==> config.mk <==
export PLATFORM = sky130hd
export DESIGN_NAME = digit_datapath_flat
export DESIGN_NICKNAME = d
export VERILOG_FILES = /design/src/rtl/digit_datapath_if.sv /design/src/rtl/digit_datapath.sv /design/src/flat_wrapper.sv
export SDC_FILE = /design/constraint.sdc
export NUM_CORES = 1
export LEC_CHECK = 0
export CAP_MARGIN = 10
export CELL_PAD_IN_SITES_DETAIL_PLACEMENT = 1
export CELL_PAD_IN_SITES_GLOBAL_PLACEMENT = 1
export CORE_UTILIZATION = 25
export CTS_CLUSTER_SIZE = 20
export DETAILED_ROUTE_END_ITERATION = 16
export PLACE_DENSITY_LB_ADDON = 0.1
export SLEW_MARGIN = 25
export SYNTH_ARGS = -nofsm -noshare
export SYNTH_HDL_FRONTEND = slang
export SYNTH_SLANG_ARGS = --single-unit
==> constraint.sdc <==
create_clock -name clk -period 4.5 [get_ports clk]
set_input_delay 0.45 -clock clk [delete_from_list [all_inputs] [get_ports clk]]
set_output_delay 0.45 -clock clk [all_outputs]
set_load 0.01 [all_outputs]
Run 1, cell classes on the final placement:
The bar under the picture is 20 um long. Fill, decap, tap and diode cells in grey.
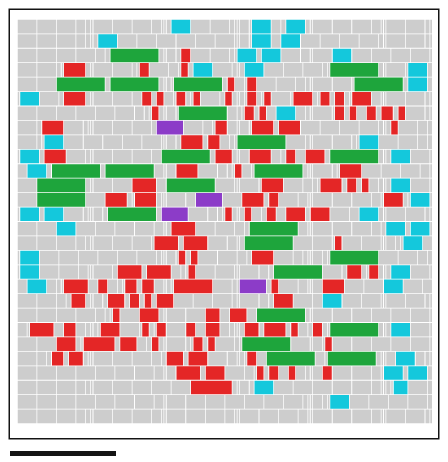
legend:
  remaining logic cells:
    colour: red
    cells: 115
    share_of_their_area: 44%
  registers:
    colour: green
    cells: 26
    share_of_their_area: 33%
  clock drivers and dummy loads:
    colour: purple
    cells: 4
    share_of_their_area: 2.8%
  remaining buffers and delay cells:
    colour: cyan
    cells: 42
    share_of_their_area: 21%
proportion of cell area occupied by registers: 31.2%
post-layout utilization of the core: 35.0%
post-route cell area: 2090 um^2
core area: 5960 um^2
# rows: 28

Run 1, cell outlines without signal wires:
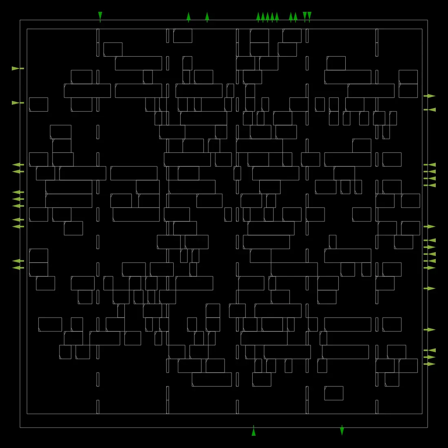
final cell count without fillers: 262
number of sequential cells: 26
filler cell count in the final layout: 680
Well Taps: 75

Run 1, routed metal per tile:
The die is cut into 16 by 16 equal tiles; black is low, pale yellow is high, scaled to the fullest tile. Values are wire area over tile area, all layers added.
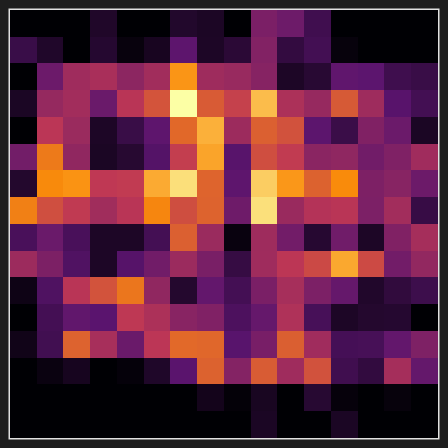
mean over tiles: 0.10
tiles over half the peak: 19%
densest ninth of the die: centre
fullest tile: 0.35
nearly empty tiles: 19%
routed length per instance: 16.0 um
count of vias placed by the detailed router: 1,231
final routed wirelength across all metal layers: 4200 um
overall fraction of global-route tracks in use: 14.3%

Run 1, routed metal, one colour a layer:
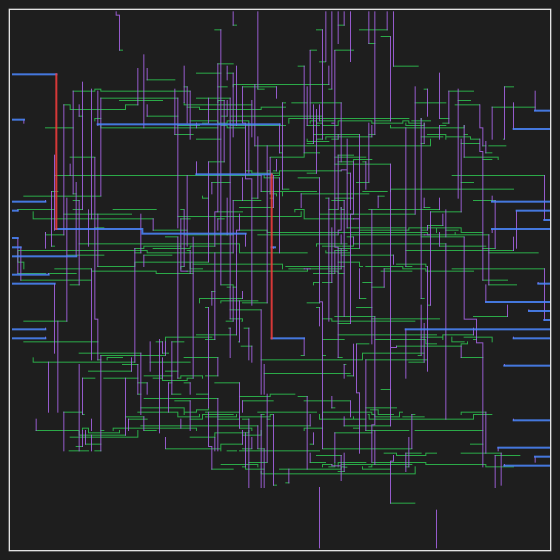
legend:
  M2:
    colour: purple
    wire_length: 2,010 um
  M1:
    colour: green
    wire_length: 1,930 um
  M4:
    colour: red
    wire_length: 47.6 um
  M3:
    colour: blue
    wire_length: 218 um

==> commit_impl_results.txt <==
Store results of the implementation flow

* Quantity of gates resized following cts: 0
- For this design, the CTS-stage hold fixing added 0 buffers.
* Number of flops mapped to enable cells by yosys: 0
* Vertical extent of the die: 80.7 um
- Share of total power consumed by net switching: 42.5%
- Worst Tran Pin Value: 0.568 ns
* Power per cell area: 797 nW/um^2
- Worst ir drop on vdd: 0.352 mV
- 42 I/O pins were placed.
- FF+latch count, synth: 26
* Fp util: 26.0%
- Cell at the root of the clock tree: sky130_fd_sc_hd__clkbuf_8
- The library cells used most frequently in the layout, excluding fill and tap cells, are sky130_fd_sc_hd__clkdlybuf4s50_1 (41), sky130_fd_sc_hd__dfrtp_1 (26), sky130_fd_sc_hd__mux2_2 (18).
- Number of antenna-violating nets in the routed design: 0
- Total placed cells including tap cells: 258
- The most critical min-delay path falls under reg -> reg.
- Power after layout: 1660 uW
- The layout report lists the combined flip-flop and latch area as 651 um^2.
- The final timing report derives a shortest allowable period of 2.84 ns.
* Die outline width: 80.7 um
- Relative to the synthesized area, the layout overhead comes to 34.9%.
- Number of antenna repair diodes: 0
* Final tally of setup violations: 0
- Commonest Layout Cell: sky130_fd_sc_hd__clkdlybuf4s50_1
- Entering global routing, the biggest net connects 27 pins.
* Setup repair bufs after CTS: 0
- Net load switching power: 706 uW
- Chip Area: 6500 um^2
- The final critical path takes up 63.1% of the cycle.
- The iteration count recorded for the first detailed-route pass is 4.
- For this run, design rule violations remaining after detail routing come to 0.
- Number of cells on the worst hold path: 2
- Outcome: finished clean
- In the synthesis report, Yosys lists the chip area as 1550 um^2.
- Per the slew report, the remaining headroom to the max-slew limit stands at 62.0%.
- Async set or reset register ratio after synthesis: 100%
* Slew Limit Fails: 0
- The placement report lists the number of port buffers as 41.
- On the worst setup and hold paths after CTS, the clock-pin slew comes to 0.08 ns.
- Area occupied by multi-input gates: 846 um^2
- Once iteration 0 of detailed routing completed, the report listed 42 DRC markers.
- The clock drives 26 sinks.
* Final Net Count: 211
- Number of warnings issued by yosys: 0
- For reference, the post-synthesis area per instance comes to 10.4 um^2.
- Worst endpoint required time: 4.05 ns
- Number of H-tree branching levels: 1
- Total cells reported by yosys after synthesis: 148
* Top FF cell, synth: sky130_fd_sc_hd__dfrtp_1
- In this run, CTS created clock tree buffers numbering 3.
* Worst clock skew on the final layout: 0.00230 ns
* Nets at Floorplan: 171
- On the critical path the data arrives at 2.39 ns.
* Number of distinct library cells after synthesis: 36
- Per the final layout report, the fraction of cells sized above drive strength 1 comes to 14.4%.
- The run reported a max-capacitance violation count of 0.
- Capturing element type of the critical path: output port
* R2R cell count: 10
* Final Hold Violation Tally: 0
* Detail Placement HPWL: 3320 um
- As reported, the later end of the worst-skew pair has a clock insertion delay of 0.27 ns.
* TritonCTS clock tree: built
- The highest clock rate this design can be run at is 352 MHz.
* Number of global-route vias before repair: 1,284
* Worst setup SP type: primary input
- Register-to-register setup slack: 1.80 ns
* Antenna violations before repair: 0
- Per the OpenROAD power report, leakage power amounts to 0.000875 uW.
- Unrepaired setup endpoints after global routing: false
* Clock network power share: 9.0%
- Before any placement, the netlist area is recorded as 1550 um^2.
- Setup total negative slack: 0 ns
- CTS max path bufs: 2
- The first global-routing pass estimated 6870 um of wire.
[run 1: cell usage after synthesis, types with 2 or more instances]
cell                       number  area, um^2
sky130_fd_sc_hd__nand2b_1       2        12.5
sky130_fd_sc_hd__o21ai_1        7        35.0
sky130_fd_sc_hd__ha_1           7        87.6
sky130_fd_sc_hd__o21ai_0        5        25.0
sky130_fd_sc_hd__dfrtp_1       26         651
sky130_fd_sc_hd__mux2i_1        9        90.1
sky130_fd_sc_hd__buf_1          2        7.51
sky130_fd_sc_hd__a21o_1         2        15.0
sky130_fd_sc_hd__inv_1          6        22.5
sky130_fd_sc_hd__and4_1         2        17.5
sky130_fd_sc_hd__xnor2_1        3        26.3
sky130_fd_sc_hd__nor2_1        15        56.3
sky130_fd_sc_hd__nand2_1        8        30.0
sky130_fd_sc_hd__nand3b_1       2        15.0
sky130_fd_sc_hd__clkbuf_1       4        15.0
sky130_fd_sc_hd__a21oi_1       11        55.1
sky130_fd_sc_hd__mux2_2        18         203
[run 1: layer usage]
| metal | track usage [%] | wire [um] |
|---|---|---|
| met1 | 19.1 | 1930 |
| met2 | 23.2 | 2010 |
| met3 | 2.73 | 218 |
| met4 | 4.29 | 47 |
| met5 | 0 | 0 |
[run 1: power groups by stage]
stage / clock (uW) / sequential [uW] / combinational [uW]
final: 149 / 446 / 1070
after floorplan: 0 / 445 / 680
after global placement: 0 / 450 / 1060
after CTS: 156 / 453 / 1090
after global routing: 163 / 470 / 1180
after detailed placement: 0 / 457 / 1080
[run 1: layout make-up]
type | count | share of cell area, %
repair buffers | 42 | 20.0
multi-input cells | 109 | 40.6
flip-flops and latches | 26 | 31.2
well taps | 75 | 4.50
inverters | 6 | 1.08
clock buffers | 4 | 2.64
[run 1: cell families after synthesis]
group	synth area share [%]
buffers and inverters	3.24
AND-OR/OR-AND	15.2
multiplexers	18.9
XOR/XNOR	1.70
adder cells (fa/ha/maj)	6.96
AND/OR/NAND/NOR	11.9
flip-flops	42.1
[run 1: stage by stage]
step	area (um^2)	hold WS, ns
floorplan	1550	0.154
global placement	2030	0.508
detailed placement	2030	0.526
CTS	2090	0.546
global route	2090	0.575
finish	2090	0.537
[run 1: worst max-delay path: stages]
cell	delay, ns
sky130_fd_sc_hd__clkdlybuf4s50_1	0.73
sky130_fd_sc_hd__mux2i_1	0.13
sky130_fd_sc_hd__nor2_1	0.10
sky130_fd_sc_hd__a21oi_1	0.06
sky130_fd_sc_hd__o21ai_0	0.31
sky130_fd_sc_hd__clkdlybuf4s50_1	0.60
No activity file was given, so power comes from the tool's default toggle rates.
